### M1 wires, run 1

Supply wires on this layer in gray.
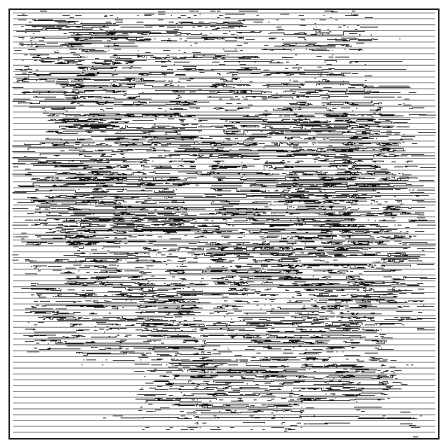
### The metal 2 layer, run 1

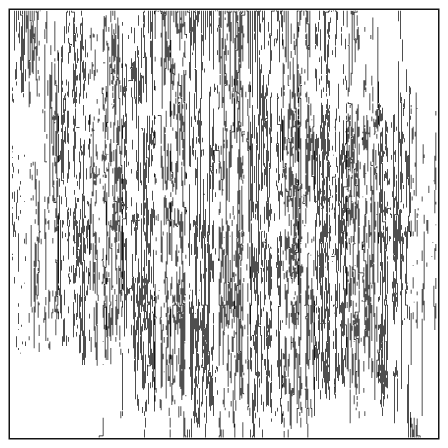
### Signal wires on met3, run 1

Bar = 50 µm.
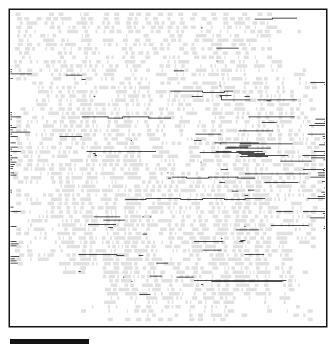
`src/rtl/fpu_dma.sv`:
```
// DMA engine between byte memory and the FPU line buffers.
// Drains a write-buffer window to memory, then fills a read-buffer bank from memory.
module fpu_dma #(
    parameter int COL_WIDTH        = 10,
    parameter int MEM_BUFFER_WIDTH = 512,
    localparam int ROW_W           = $clog2(COL_WIDTH),
    localparam int COL_W           = $clog2(MEM_BUFFER_WIDTH)
) (
    input  logic             clk,
    input  logic             rst,
    input  logic             request_read,
    input  logic             request_write,
    input  logic [31:0]      read_address,
    input  logic [31:0]      write_address,
    input  logic [16:0]      write_request_width,
    input  logic [8:0]       write_request_height,
    input  logic [15:0]      image_width,
    input  logic             fill_sel,
    input  logic             drain_sel,
    output logic             making_request,
    output logic             mem_req,
    output logic             mem_we,
    output logic [31:0]      mem_addr,
    output logic [7:0]       mem_wdata,
    input  logic             mem_gnt,
    input  logic             mem_rvalid,
    input  logic [7:0]       mem_rdata,
    output logic             rbuf_wr_en,
    output logic             rbuf_sel,
    output logic [ROW_W-1:0] rbuf_row,
    output logic [COL_W-1:0] rbuf_col,
    output logic [7:0]       rbuf_data,
    output logic             wbuf_rd_en,
    output logic             wbuf_sel,
    output logic [ROW_W-1:0] wbuf_row,
    output logic [COL_W-1:0] wbuf_col,
    input  logic [7:0]       wbuf_data
);

    localparam int DW_W = $clog2(MEM_BUFFER_WIDTH + 1);
    localparam int DH_W = $clog2(COL_WIDTH + 1);

    typedef enum logic [2:0] {IDLE, DR_FETCH, DR_MEM, FL_MEM, FL_WAIT, DONE} state_t;

    state_t           r_state;
    state_t           w_state_next;
    logic [31:0]      r_rd_addr;
    logic [31:0]      r_row_base;
    logic [15:0]      r_img_w;
    logic [DW_W-1:0]  r_dw;
    logic [DH_W-1:0]  r_dh;
    logic             r_fill_pend;
    logic             r_fill_sel;
    logic             r_drain_sel;
    logic [ROW_W-1:0] r_row;
    logic [COL_W-1:0] r_col;
    logic             r_rd_d;
    logic [7:0]       r_wdata;

    logic [DW_W-1:0]  w_dw;
    logic [DH_W-1:0]  w_dh;
    logic             w_req;
    logic             w_drain_ok;
    logic [31:0]      w_in_stride;
    logic [31:0]      w_out_stride;
    logic [31:0]      w_cur_addr;
    logic             w_dr_last_col;
    logic             w_dr_last_row;
    logic             w_fl_last_col;
    logic             w_fl_last_row;

    assign w_req      = request_read | request_write;
    assign w_dw       = (write_request_width > 17'(MEM_BUFFER_WIDTH)) ? DW_W'(MEM_BUFFER_WIDTH)
                                                                       : DW_W'(write_request_width);
    assign w_dh       = (write_request_height > 9'(COL_WIDTH)) ? DH_W'(COL_WIDTH)
                                                                : DH_W'(write_request_height);
    assign w_drain_ok = (w_dw != '0) && (w_dh != '0);

    // Row addresses are advanced by stride instead of multiplied; 32-bit adds wrap naturally.
    assign w_in_stride  = ({16'd0, r_img_w} + 32'd2) * 32'd3;
    assign w_out_stride = {16'd0, r_img_w} * 32'd3 + 32'd4;
    assign w_cur_addr   = r_row_base + 32'(r_col);

    assign w_dr_last_col = (DW_W'(r_col) == r_dw - DW_W'(1));
    assign w_dr_last_row = (DH_W'(r_row) == r_dh - DH_W'(1));
    assign w_fl_last_col = (r_col == COL_W'(MEM_BUFFER_WIDTH - 1));
    assign w_fl_last_row = (r_row == ROW_W'(COL_WIDTH - 1));

    always_comb begin
        w_state_next   = r_state;
        making_request = 1'b0;
        mem_req        = 1'b0;
        mem_we         = 1'b0;
        mem_addr       = '0;
        mem_wdata      = '0;
        rbuf_wr_en     = 1'b0;
        rbuf_sel       = 1'b0;
        rbuf_row       = '0;
        rbuf_col       = '0;
        rbuf_data      = '0;
        wbuf_rd_en     = 1'b0;
        wbuf_sel       = 1'b0;
        wbuf_row       = '0;
        wbuf_col       = '0;
        case (r_state)
            IDLE: begin
                if (w_req) begin
                    if (request_write && w_drain_ok) w_state_next = DR_FETCH;
                    else if (request_read)           w_state_next = FL_MEM;
                    else                             w_state_next = DONE;
                end
            end
            DR_FETCH: begin
                making_request = 1'b1;
                wbuf_rd_en     = 1'b1;
                wbuf_sel       = r_drain_sel;
                wbuf_row       = r_row;
                wbuf_col       = r_col;
                w_state_next   = DR_MEM;
            end
            DR_MEM: begin
                making_request = 1'b1;
                mem_req        = 1'b1;
                mem_we         = 1'b1;
                mem_addr       = w_cur_addr;
                // Buffer data arrives in the first DR_MEM cycle; held copy keeps it stable across stalls.
                mem_wdata      = r_rd_d ? wbuf_data : r_wdata;
                if (mem_gnt) begin
                    if (w_dr_last_col && w_dr_last_row) w_state_next = r_fill_pend ? FL_MEM : DONE;
                    else                                 w_state_next = DR_FETCH;
                end
            end
            FL_MEM: begin
                making_request = 1'b1;
                mem_req        = 1'b1;
                mem_addr       = w_cur_addr;
                if (mem_gnt) w_state_next = FL_WAIT;
            end
            FL_WAIT: begin
                making_request = 1'b1;
                if (mem_rvalid) begin
                    rbuf_wr_en   = 1'b1;
                    rbuf_sel     = r_fill_sel;
                    rbuf_row     = r_row;
                    rbuf_col     = r_col;
                    rbuf_data    = mem_rdata;
                    w_state_next = (w_fl_last_col && w_fl_last_row) ? DONE : FL_MEM;
                end
            end
            DONE:    w_state_next = IDLE;
            default: w_state_next = IDLE;
        endcase
    end

    always_ff @(posedge clk) begin
        if (rst) begin
            r_state     <= IDLE;
            r_rd_addr   <= '0;
            r_row_base  <= '0;
            r_img_w     <= '0;
            r_dw        <= '0;
            r_dh        <= '0;
            r_fill_pend <= 1'b0;
            r_fill_sel  <= 1'b0;
            r_drain_sel <= 1'b0;
            r_row       <= '0;
            r_col       <= '0;
            r_rd_d      <= 1'b0;
            r_wdata     <= '0;
        end else begin
            r_state <= w_state_next;
            r_rd_d  <= (r_state == DR_FETCH);
            if (r_rd_d) r_wdata <= wbuf_data;
            case (r_state)
                IDLE: begin
                    if (w_req) begin
                        r_rd_addr   <= read_address;
                        r_img_w     <= image_width;
                        r_dw        <= w_dw;
                        r_dh        <= w_dh;
                        r_fill_pend <= request_read;
                        r_fill_sel  <= fill_sel;
                        r_drain_sel <= drain_sel;
                        r_row       <= '0;
                        r_col       <= '0;
                        r_row_base  <= (request_write && w_drain_ok) ? write_address : read_address;
                    end
                end
                DR_MEM: begin
                    if (mem_gnt) begin
                        if (w_dr_last_col) begin
                            r_col <= '0;
                            if (w_dr_last_row) begin
                                // Drain finished: rewind onto the fill window.
                                r_row      <= '0;
                                r_row_base <= r_rd_addr;
                            end else begin
                                r_row      <= r_row + ROW_W'(1);
                                r_row_base <= r_row_base + w_out_stride;
                            end
                        end else begin
                            r_col <= r_col + COL_W'(1);
                        end
                    end
                end
                FL_WAIT: begin
                    if (mem_rvalid) begin
                        if (w_fl_last_col) begin
                            r_col      <= '0;
                            r_row      <= r_row + ROW_W'(1);
                            r_row_base <= r_row_base + w_in_stride;
                        end else begin
                            r_col <= r_col + COL_W'(1);
                        end
                    end
                end
                default: ;
            endcase
        end
    end

endmodule

```
`config.mk`:
```
export PLATFORM = sky130hd
export DESIGN_NAME = fpu_dma
export DESIGN_NICKNAME = d
export VERILOG_FILES = /design/src/rtl/fpu_dma.sv
export SDC_FILE = /design/constraint.sdc
export NUM_CORES = 1
export LEC_CHECK = 0
export CELL_PAD_IN_SITES_DETAIL_PLACEMENT = 1
export CELL_PAD_IN_SITES_GLOBAL_PLACEMENT = 2
export CORE_UTILIZATION = 28
export CTS_BUF_LIST = sky130_fd_sc_hd__clkbuf_8
export DETAILED_ROUTE_END_ITERATION = 10
export GPL_ROUTABILITY_DRIVEN = 0
export PLACE_DENSITY_LB_ADDON = 0.25
export REMOVE_ABC_BUFFERS = 1
export SYNTH_ARGS = -nofsm -noshare
export SYNTH_HDL_FRONTEND = slang
export SYNTH_SLANG_ARGS = --single-unit
```
`constraint.sdc`:
```
create_clock -name clk -period 3.7 [get_ports clk]
set_input_delay 0.74 -clock clk [delete_from_list [all_inputs] [get_ports clk]]
set_output_delay 0.74 -clock clk [all_outputs]
set_load 0.02 [all_outputs]
```
==> results.py, run 1 <==
# Physical implementation metrics
metrics = {
    "yosys": {
        "netlist_instances": 1428,
        "yosysUniqueCellTypes": 74,
        "synthArstFlopShare": 0,
        "logic_family": "AND-OR/OR-AND gates",
        "ys_area_mm2": 0.0110,
        "yosys_warnings": 0,
        "syn_area_mm2": 0.0110,
        "synth-edff-count": 0,
        "synth.avg_cell_area_um2": 7.68,
        "ys_sh_simple": 0.209,
        "ys.flops": 122,
        "aoi_share": 0.228,
        "mux_share": 0.0501,
        "top_cells_by_area": "dfxtp_1 22%, ha_1 9.8%, a21oi_1 6.1%",
        "synth_top_area_share": 0.223,
    },
    "min_path": {
        "min_path_type": "reg -> reg",
        "whs_path_depth": 2,
        "hold_end": "r_rd_addr[21]",
    },
    "setup_path": {
        "critPathMaxStageDelay_ns": 0.59,
        "crit_slowest_cell": "fa_1",
        "crit_path_max_fanout": 4,
        "cp_num_cells": 18,
        "reg2reg_from": "r_img_w[2]",
        "crit_required_ns": 4.05,
        "critPathLaunch": "r_img_w[2]",
        "reg2reg_to": "r_row_base[29]",
        "path_cells": "ha_4 > and3_4 > nand2_4 > xnor2_4 > fa_1 > inv_2 > ha_4 > buf_6 > a21o_1 > a211o_1 > a211oi_2 > buf_4 > nor2_4 > a41o_1 > buf_6 > mux2_4 > a21oi_2 > a211oi_2",
        "cp_top_family": "AND-OR/OR-AND gates",
        "crit_type": "reg -> reg",
        "crit_end": "r_row_base[29]",
        "r2r_cells": 18,
        "endpoint_kind": "register",
    },
    "cells_and_area": {
        "layout-drive-gt1-share": 0.277,
        "lay_top_count": "buf_4",
        "nNetsFinal": 2057,
        "final_cell_mix": "219 x buf_4, 183 x clkdlybuf4s50_1, 161 x nand2_1",
        "final_cells": 2339,
        "final_cell_area_mm2": 0.0171,
        "n_fill_cell": 4567,
        "antenna_cells": 0,
        "syn2layout_area_growth_pct": 55.9,
        "final_core_util": 0.443,
    },
    "power_and_ir_drop": {
        "pwr-share-clk": 0.121,
        "intPower_w": 0.00588,
        "finalPower_w": 0.0113,
        "pg_comb_w": 0.00789,
        "p_sw_w": 0.00538,
        "power.group.top": "combinational cells",
        "powerSeq_w": 0.00200,
        "pg_clk_w": 0.00137,
        "ir_drop_mv": 0.308,
        "switching_share": 0.478,
    },
    "die": {
        "die_w_um": 200,
        "die_area_mm2": 0.0400,
        "fp_util": 0.284,
        "num_rows": 72,
        "core_region_area_mm2": 0.0386,
    },
    "final_timing": {
        "finalWorstSetupSlack_ns": -0.313,
        "finalClockSkew_ns": 0.0223,
        "final.setup.tns_ns": -7.09,
        "hold_ws_ns": 0.459,
        "rsz0062_at_grt": "yes",
        "max_slew_margin": 0.502,
        "setup_violations": 42,
        "period_used_share": 1.08,
    },
    "global_routing": {
        "grt.busiest_layer": "met2",
        "grt_antenna_before_repair": 0,
        "grt_use_met1": 0.306,
        "grt_max_degree": 51,
    },
    "clock_tree": {
        "cts_setup_buffers": 30,
        "cts_tree": "yes",
        "cts_buffers": 17,
        "path_clk_slew_ns": 0.09,
    },
    "placed_design": {
        "hpwlAfterDp_um": 34800,
        "numPortBuffers": 210,
        "placed_cell_area_mm2": 0.0148,
    },
    "run": {
        "drv_cap": 0,
    },
    "routing": {
        "drt-met1-wl_um": 21600,
        "first_iter_violations": 561,
        "drtPass1Iterations": 5,
    },
    "run_status": {
        "violations": "setup timing",
        "status": "complete, but fails checks",
    },
}
Notes on 'M1 wires' above:
wire length on this layer = 21.6 mm
nets with wire on the layer = 1927
longest straight run = 70.8 µm

Notes on 'The metal 2 layer' above:
share of all routed wire = 50%
wire length on this layer = 24.0 mm
longest straight run = 69.0 µm
DR vias: 12.0k
M2 GR Usage: 0.415
final WL: 48000 µm

Notes on 'Signal wires on met3' above:
longest straight run = 58.0 µm
share of all routed wire = 3.0%
routing usage on met3: 0.0307

==> run 1: state kept, by name, summed over array words and instances (netlist names), 3 cells and up <==
register,count
r_img_w,16
r_row,4
r_dw,10
r_row_base,32
r_dh,4
r_wdata,8
r_col,9
r_state,3
r_rd_addr,32
==> run 1: cell type report <==
type / count / area (µm²) / area share
Clock buffer: 18 / 248 / 0.0145
Timing Repair Buffer: 448 / 4040 / 0.236
Multi-Input combinational cell: 1125 / 9170 / 0.536
Clock inverter: 12 / 160 / 0.00936
Sequential cell: 122 / 2470 / 0.145
Tap cell: 518 / 648 / 0.0379
Inverter: 96 / 363 / 0.0212
==> run 1: worst min-delay path, delay by kind of cell (launching register included) <==
family             cells  cell delay [ns]
DFF                    1             0.31
and+or+nand+nor        1             0.05
AOI/OAI and AO/OA      1             0.05
### The clock network, run 1

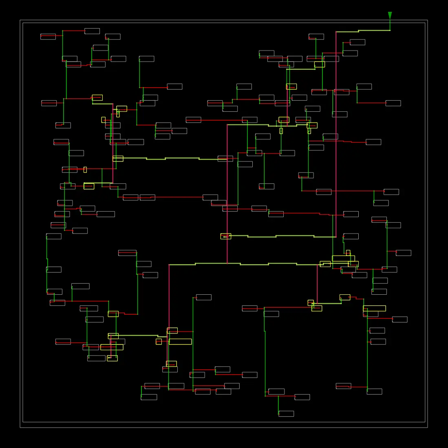

==> inputs of run 2 (changes only) <==
- ABC_AREA: default -> 1
- CORE_UTILIZATION: 28 -> 26
- REMOVE_ABC_BUFFERS: 1 -> default
### The clock network, run 2

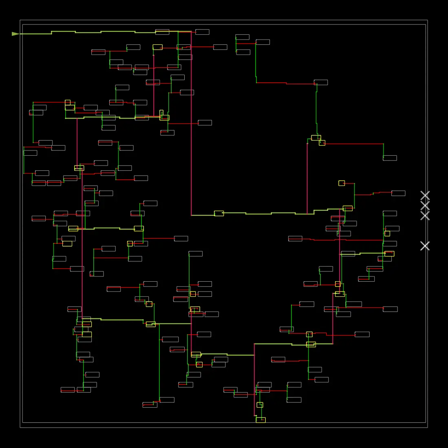
# clock sinks: 122
Latency at later pin: 0.55 ns
number of clock buffers in the layout: 19

### M1 wires, run 2

Supply wires on this layer in gray.
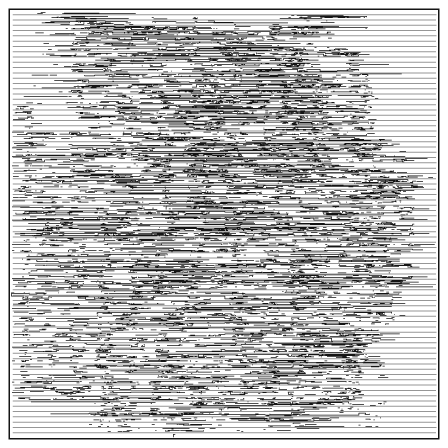
main direction = horizontal
nets with wire on the layer = 2416
share of all routed wire = 48%
longest straight run = 96.1 µm

### Signal wires on met3, run 2

Bar = 50 µm.
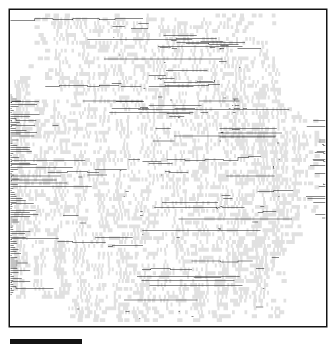
share of all routed wire = 6.1%
longest straight run = 105 µm
nets with wire on the layer = 206
final WL: 57500 µm
DR vias: 14.5k

==> results.py, run 2 <==
# Physical implementation metrics
metrics = {
    "yosys": {
        "synth-edff-count": 0,
        "syn_area_mm2": 0.0124,
        "synth.avg_cell_area_um2": 5.99,
        "logic_family": "simple AND/OR/NAND/NOR gates",
        "yosys_warnings": 0,
        "ys_sh_simple": 0.373,
        "top_cell": "nand2_1",
        "yosysUniqueCellTypes": 48,
        "ys_area_mm2": 0.0124,
        "aoi_share": 0.134,
        "mux_share": 0.00648,
        "netlist_instances": 2063,
        "ys.flops": 122,
        "synth_top_area_share": 0.198,
        "synthArstFlopShare": 0,
        "flop_cell": "dfxtp_1",
        "top_cells_by_area": "dfxtp_1 20%, nand2_1 16%, nand3_1 8.7%",
    },
    "setup_path": {
        "crit_slowest_cell": "dfxtp_2",
        "path_cells": "ha_4 > nand2_1 > nor3_4 > nand3_2 > o311ai_4 > nand3_2 > buf_4 > nor2_4 > o21ai_0 > a21oi_1 > buf_4",
        "critPathMaxStageDelay_ns": 0.38,
        "cp_top_family": "simple AND/OR/NAND/NOR gates",
        "cp.buffers_inverters": 2,
        "crit_type": "reg -> out",
        "crit_path_max_fanout": 5,
        "endpoint_kind": "output port",
        "crit_required_ns": 2.96,
    },
    "routing": {
        "drtPass1Iterations": 8,
        "drcViolationCount": 18,
        "drt-met1-wl_um": 27600,
        "met2_length_um": 25000,
        "first_iter_violations": 804,
        "drtAntennaViolNets": 0,
    },
    "run_status": {
        "status": "complete, but fails checks",
        "violations": "DRC",
    },
    "placed_design": {
        "hpwlAfterDp_um": 46800,
        "placed_cell_area_mm2": 0.0157,
        "numPortBuffers": 210,
    },
    "final_timing": {
        "setup_violations": 0,
        "final.setup.tns_ns": 0,
        "rsz0062_at_grt": "yes",
        "finalClockSkew_ns": 0.0220,
        "max_slew_margin": 0.374,
        "period_used_share": 0.962,
        "finalWorstSetupSlack_ns": 0.139,
        "hold_ws_ns": 0.453,
    },
    "global_routing": {
        "grt_pass1_vias": 15147,
        "met2_usage": 0.375,
        "grt_antenna_before_repair": 1,
        "grt_max_degree": 85,
        "grt_use_met1": 0.333,
        "grt.busiest_layer": "met2",
        "gr-usage-met3": 0.0551,
    },
    "clock_tree": {
        "root_buffer": "clkbuf_8",
        "path_clk_slew_ns": 0.08,
        "cts_setup_buffers": 1,
        "cts_tree": "yes",
        "cts_hold_buffers": 0,
        "cts_buffers": 17,
    },
    "cells_and_area": {
        "layout-drive-gt1-share": 0.130,
        "n_fill_cell": 6038,
        "final_core_util": 0.357,
        "lay_top_count": "nand2_1",
        "final_cell_mix": "513 x nand2_1, 282 x inv_1, 211 x nor2_1",
        "final_cell_area_mm2": 0.0167,
        "logic_area_mm2": 0.00904,
        "seq_area_mm2": 0.00247,
        "nNetsFinal": 2575,
        "syn2layout_area_growth_pct": 35.1,
        "top_regs": "r_rd_addr x32, r_row_base x32, r_img_w x16",
        "final_cells": 2948,
    },
    "die": {
        "die_w_um": 220,
        "fp_util": 0.264,
        "core_region_area_mm2": 0.0468,
        "die_area_mm2": 0.0484,
        "num_rows": 79,
    },
    "power_and_ir_drop": {
        "p_sw_w": 0.00755,
        "pg_clk_w": 0.00119,
        "powerSeq_w": 0.00227,
        "power.group.top": "combinational cells",
        "intPower_w": 0.00587,
        "pwr-share-clk": 0.089,
        "switching_share": 0.563,
        "ir_drop_mv": 0.352,
        "finalPower_w": 0.0134,
        "pg_comb_w": 0.00996,
    },
    "run": {
        "drv_cap": 0,
    },
    "min_path": {
        "min_path_type": "reg -> reg",
    },
}
[run 2: cell type report]
class,instances,share of cell area
inverter,297,0.0668
tap,607,0.0455
sequential,122,0.148
antenna,1,0.000150
multi-input combinational,1568,0.541
clock buffer,19,0.0157
timing repair buffer,322,0.177
clock inverter,12,0.00570
[run 2: worst paths after layout]
| check | from | endpoint | slack [ns] | cells past startpoint |
|---|---|---|---|---|
| setup / recovery | r_col[7] | mem_addr[24] | 0.14 | 11 |
| hold / removal | r_rd_addr[23] | r_rd_addr[23] | 0.45 | 2 |
| setup reg to reg | r_img_w[10] | r_row_base[29] | 0.21 | 18 |
| hold reg to reg | r_rd_addr[23] | r_rd_addr[23] | 0.45 | 2 |
[run 2: worst min-delay path: stages (launching register included)]
cell and delay, ns:
dfxtp_1 0.30, inv_1 0.06, a21oi_1 0.05
No activity file was given, so power comes from the tool's default toggle rates.
